### Local utilization, run 1

Drawn at 2 px/um. 11 x 11 tiles, from white (low) to dark blue (high), 0 to 100% covered.
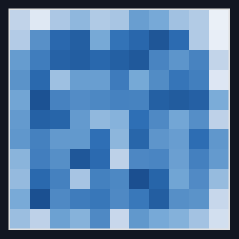
### Congestion heat map, run 1

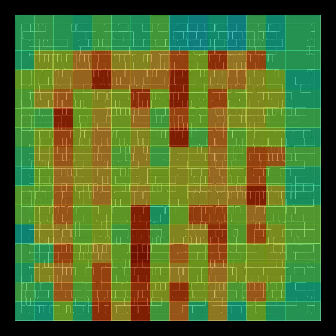
### Routed clock nets over the placement, run 1

Drawn at 4 px/um.
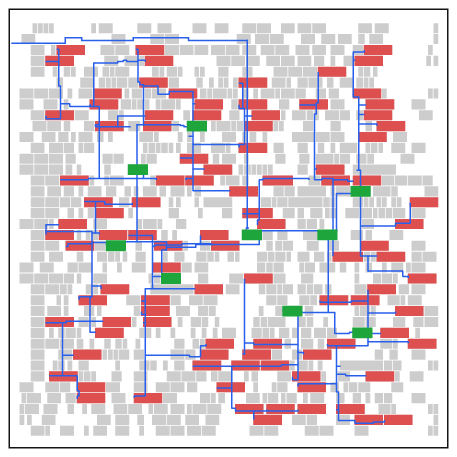
--- config.mk ---
export PLATFORM = sky130hd
export DESIGN_NAME = cpu_state_scanner
export DESIGN_NICKNAME = d
export VERILOG_FILES = /design/src/rtl/cpu_state_scanner.sv
export SDC_FILE = /design/constraint.sdc
export NUM_CORES = 1
export LEC_CHECK = 0
export CAP_MARGIN = 10
export CORE_MARGIN = 2
export CORE_UTILIZATION = 44
export CTS_BUF_LIST = sky130_fd_sc_hd__clkbuf_8
export DETAILED_ROUTE_END_ITERATION = 12
export HOLD_SLACK_MARGIN = 0.15
export PLACE_DENSITY_LB_ADDON = 0.05
export SLEW_MARGIN = 30
export SYNTH_ARGS = -nofsm -noshare
export SYNTH_HDL_FRONTEND = slang
export SYNTH_SLANG_ARGS = --single-unit
--- constraint.sdc ---
create_clock -name clk -period 1.9 [get_ports clk]
set_input_delay 0.19 -clock clk [delete_from_list [all_inputs] [get_ports clk]]
set_output_delay 0.19 -clock clk [all_outputs]
set_load 0.01 [all_outputs]
--- src/rtl/cpu_state_scanner.sv ---
// cpu_state_scanner: snapshots PC/INST, then sweeps r1-r31 and a memory word window, emitting tagged records on a valid/ready stream; optional SCAN_CHECKSUM_EN appends an XOR checksum record
module cpu_state_scanner #(
  parameter logic [31:0] MEM_BASE = 32'h0000_0000,
  parameter int MEM_WORDS = 8,
  parameter int SETTLE = 1
) (
  input  logic        clk,
  input  logic        reset,
  input  logic        start,
  output logic [4:0]  rf_addr,
  output logic [31:0] mem_addr,
  input  logic [31:0] rf_data,
  input  logic [31:0] mem_data,
  input  logic [31:0] cpu_pc,
  input  logic [31:0] cpu_inst,
  output logic        out_valid,
  input  logic        out_ready,
  output logic [7:0]  out_tag,
  output logic [31:0] out_data,
  output logic        busy,
  output logic        done
);
  typedef enum logic [2:0] {IDLE, SNAP_PC, SNAP_INST, SET, WAIT, CAPT, EMIT, FIN} state_t;
  state_t      state;
  logic [31:0] snap_inst;
  logic [5:0]  idx;
  logic        mem_phase;
  logic [3:0]  cnt;
  logic        hs;
  logic        last_mem;
`ifdef SCAN_CHECKSUM_EN
  logic [31:0] csum;
  logic        ck;
`endif
  assign hs = out_valid & out_ready;
  assign last_mem = mem_phase && idx == 6'(MEM_WORDS - 1);
  // scan sequencer; every output is a register written only here
  always_ff @(posedge clk) begin
    if (reset) begin
      state     <= IDLE;
      rf_addr   <= '0;
      mem_addr  <= '0;
      out_valid <= 1'b0;
      out_tag   <= '0;
      out_data  <= '0;
      busy      <= 1'b0;
      done      <= 1'b0;
      snap_inst <= '0;
      idx       <= '0;
      mem_phase <= 1'b0;
      cnt       <= '0;
`ifdef SCAN_CHECKSUM_EN
      csum      <= '0;
      ck        <= 1'b0;
`endif
    end else begin
      done <= 1'b0;
      case (state)
        IDLE: if (start) begin
          snap_inst <= cpu_inst;
          out_data  <= cpu_pc;
          out_tag   <= 8'h00;
          out_valid <= 1'b1;
          busy      <= 1'b1;
          state     <= SNAP_PC;
`ifdef SCAN_CHECKSUM_EN
          csum      <= '0;
          ck        <= 1'b0;
`endif
        end
        SNAP_PC: if (hs) begin
          out_tag  <= 8'h01;
          out_data <= snap_inst;
          state    <= SNAP_INST;
`ifdef SCAN_CHECKSUM_EN
          csum     <= csum ^ out_data;
`endif
        end
        SNAP_INST: if (hs) begin
          out_valid <= 1'b0;
          idx       <= 6'd1;
          mem_phase <= 1'b0;
          state     <= SET;
`ifdef SCAN_CHECKSUM_EN
          csum      <= csum ^ out_data;
`endif
        end
        SET: begin
          if (mem_phase) mem_addr <= MEM_BASE + {24'd0, idx, 2'b00};
          else rf_addr <= idx[4:0];
          cnt   <= 4'(SETTLE - 1);
          state <= WAIT;
        end
        WAIT: if (cnt == 4'd0) state <= CAPT; else cnt <= cnt - 4'd1;
        CAPT: begin
          out_data  <= mem_phase ? mem_data : rf_data;
          out_tag   <= mem_phase ? {2'b01, idx} : {3'b001, idx[4:0]};
          out_valid <= 1'b1;
          state     <= EMIT;
        end
        EMIT: if (hs) begin
          out_valid <= 1'b0;
          idx       <= idx + 6'd1;
          state     <= SET;
          if (!mem_phase && idx == 6'd31) begin
            mem_phase <= 1'b1;
            idx       <= '0;
          end
`ifdef SCAN_CHECKSUM_EN
          csum <= csum ^ out_data;
          if (ck) state <= FIN;
          else if (last_mem) begin
            out_valid <= 1'b1;
            out_tag   <= 8'hFF;
            out_data  <= csum ^ out_data;
            ck        <= 1'b1;
            state     <= EMIT;
          end
`else
          if (last_mem) state <= FIN;
`endif
        end
        FIN: begin
          done     <= 1'b1;
          busy     <= 1'b0;
          rf_addr  <= '0;
          mem_addr <= '0;
          state    <= IDLE;
        end
        default: state <= IDLE;
      endcase
    end
  end
endmodule

==> results.txt, run 1 <==
yosys + openroad results -> first-pass GRT wire length=between 20,000 and 25,000 um, depth of the most critical reg-to-reg path=5, FMAX=583 MHz, XOR-XNOR Cells, Area Fraction=0.00719, post-synthesis cell type count=roughly 43, grt ovf=0, CTS tree=built, status=completed, final worst slack=between 0.15 and 0.2 ns, worst-path cell chain=nor2b_2 -> a21oi_4 -> buf_12 -> a211oi_1 -> nor3_1, Commonest flop=dfxtp_1, Logic pwr share=0.232, CP arrival=between 1.5 and 2 ns, H-tree Lvls=3, chip area=between 0.01 and 0.015 mm2, DP HPWL=about 11,000 um, most instantiated logic cell after routing=clkdlybuf4s50_1, Final Instance Count excl. Fillers=between 900 and 1,000, Setup crit start=state[0], sequential share of power=0.453, Placement Cell Area=0.00683 mm2, Hold Path Sink=rf_addr[3], CP max stage cell=dfxtp_1, num sequential=about 100, most frequent cell after synthesis=dfxtp_1, Filler cells=between 900 and 1,000, Comb area=around 0.0026 mm2, CTS clock-pin slew for the worst setup and hold paths=0.09 ns, RSZ-0062 raised after global routing=no, met3 wire length=roughly 1100 um, Synth async-reset ratio=0, Top Layout Cells=clkdlybuf4s50_1 (183), dfxtp_1 (96), nor2_1 (87), YS warnings=0, io pins=212, hold path cells=2, largest net degree at the start of global routing=about 56, WP data required=approximately 2.1 ns, Post-Place Cells=between 900 and 1,000, min Tclk post-route=1.71 ns, CTS Buf Count=9, and-or/or-and share of the synthesized area=0.210, inverters=7, Die H=around 110 um, max incr delay on CP=roughly 0.56 ns, worst-path fanout max=26, Buf/Inv on CP=1, fin crit share=0.902, Top-area cell share=0.406, CP endpoint kind=flop
-- 'Local utilization' (at the start) --
fullest tile: 88%
emptiest ninth of the die: top right
tiles over 75% full: 22%
mean over tiles: 58%
Core Area: 0.0108 mm2
Util after Layout: 0.652
Initial Utilization: 0.450

-- 'Congestion heat map' (at the start) --
wire length per cell: 15.5 um
met1 Usage GRT: 0.286
busiest grt layer: met2
met3 Resource Use GR: 0.0675

-- 'Routed clock nets over the placement' (at the start) --
legend:
  blue:
    item: clock wires
    length: 1,200 um
  green:
    item: cells driving clock nets
    count: 9
  red:
    item: flip-flops
    count: 99
routed clock nets: 10
flops lie: all over the die
Clk pwr share: 0.315
Fin Clk Skew: 0.0121 ns
clk ins delay skew pair: 0.36 ns

==> inputs of run 2 (changes only) <==
--- a/config.mk
+++ b/config.mk
@@ -12,7 +12,6 @@
 export DETAILED_ROUTE_END_ITERATION = 12
 export HOLD_SLACK_MARGIN = 0.15
 export PLACE_DENSITY_LB_ADDON = 0.05
-export SLEW_MARGIN = 30
 export SYNTH_ARGS = -nofsm -noshare
 export SYNTH_HDL_FRONTEND = slang
 export SYNTH_SLANG_ARGS = --single-unit
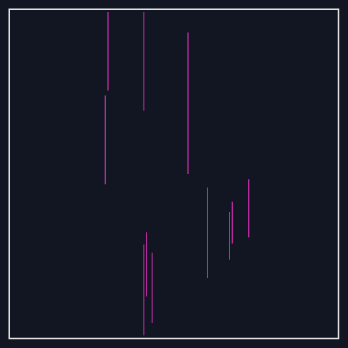
*Metal 4, run 2*
Drawn at 3 px/um.
main direction: vertical
wire length on this layer: 287 um
longest straight run: 46.9 um

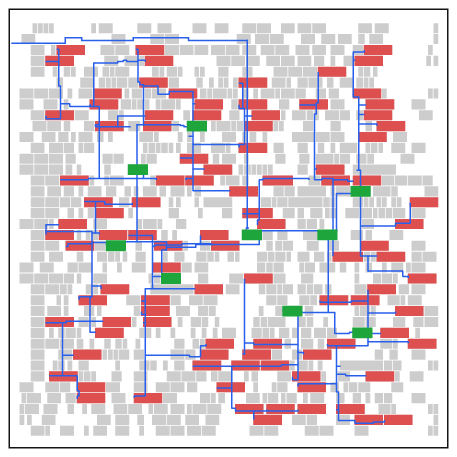
*Routed clock nets over the placement, run 2*
Drawn at 4 px/um.
legend:
  red:
    item: flip-flops
    count: 99
  green:
    item: cells driving clock nets
    count: 9
  blue:
    item: clock wires
    length: 1,200 um
flops lie: all over the die

==> run 2 against run 1 <==
Against the previous run:
- cell count stayed put
- first-iteration DRC count did not move
- clock power is essentially flat
- routed wire length is the same
- die area stayed put
- power stayed put
- non-clock buffer count unchanged
- worst hold slack is the same
- highest routed layer unchanged
==> results.txt, run 2 <==
yosys + openroad results -> final worst slack=around 0.19 ns, status=completed, num sequential=around 99, CTS tree=built, first-pass GRT wire length=between 20,000 and 25,000 um, Filler cells=about 980, DR vias=slightly below 5,000, Clk pwr share=0.315, CP max stage cell=dfxtp_1, Tap Count=~140, most instantiated logic cell after routing=clkdlybuf4s50_1, DP HPWL=10,500 um, Comb area=0.00256 mm2, sequential share of power=0.453, largest net degree at the start of global routing=about 56, Synth async-reset ratio=0, chip area=0.0119 mm2, min Tclk post-route=1.71 ns, Buf/Inv on CP=1, Setup crit start=state[0], Util after Layout=0.652, Fin Clk Skew=about 0.012 ns, CP arrival=just under 2 ns, Core Area=approximately 0.011 mm2, Commonest flop=dfxtp_1, worst-path fanout max=26, CTS clock-pin slew for the worst setup and hold paths=about 0.09 ns, met1 Usage GRT=0.286, Hold Path Sink=rf_addr[3], inverters=7, most frequent cell after synthesis=dfxtp_1, and-or/or-and share of the synthesized area=0.210, Die H=around 110 um, CTS Buf Count=9, io pins=roughly 210, depth of the most critical reg-to-reg path=5, XOR-XNOR Cells, Area Fraction=0.00719, wire length per cell=15.5 um, met3 wire length=~1100 um, CP endpoint kind=flop, Post-Place Cells=around 900, RSZ-0062 raised after global routing=no, FMAX=roughly 580 MHz, busiest grt layer=met2, clk ins delay skew pair=0.36 ns, fin crit share=0.902, Logic pwr share=0.232, Final Instance Count excl. Fillers=925, worst-path cell chain=nor2b_2 -> a21oi_4 -> buf_12 -> a211oi_1 -> nor3_1
Power is estimated from default activity; no workload was simulated.
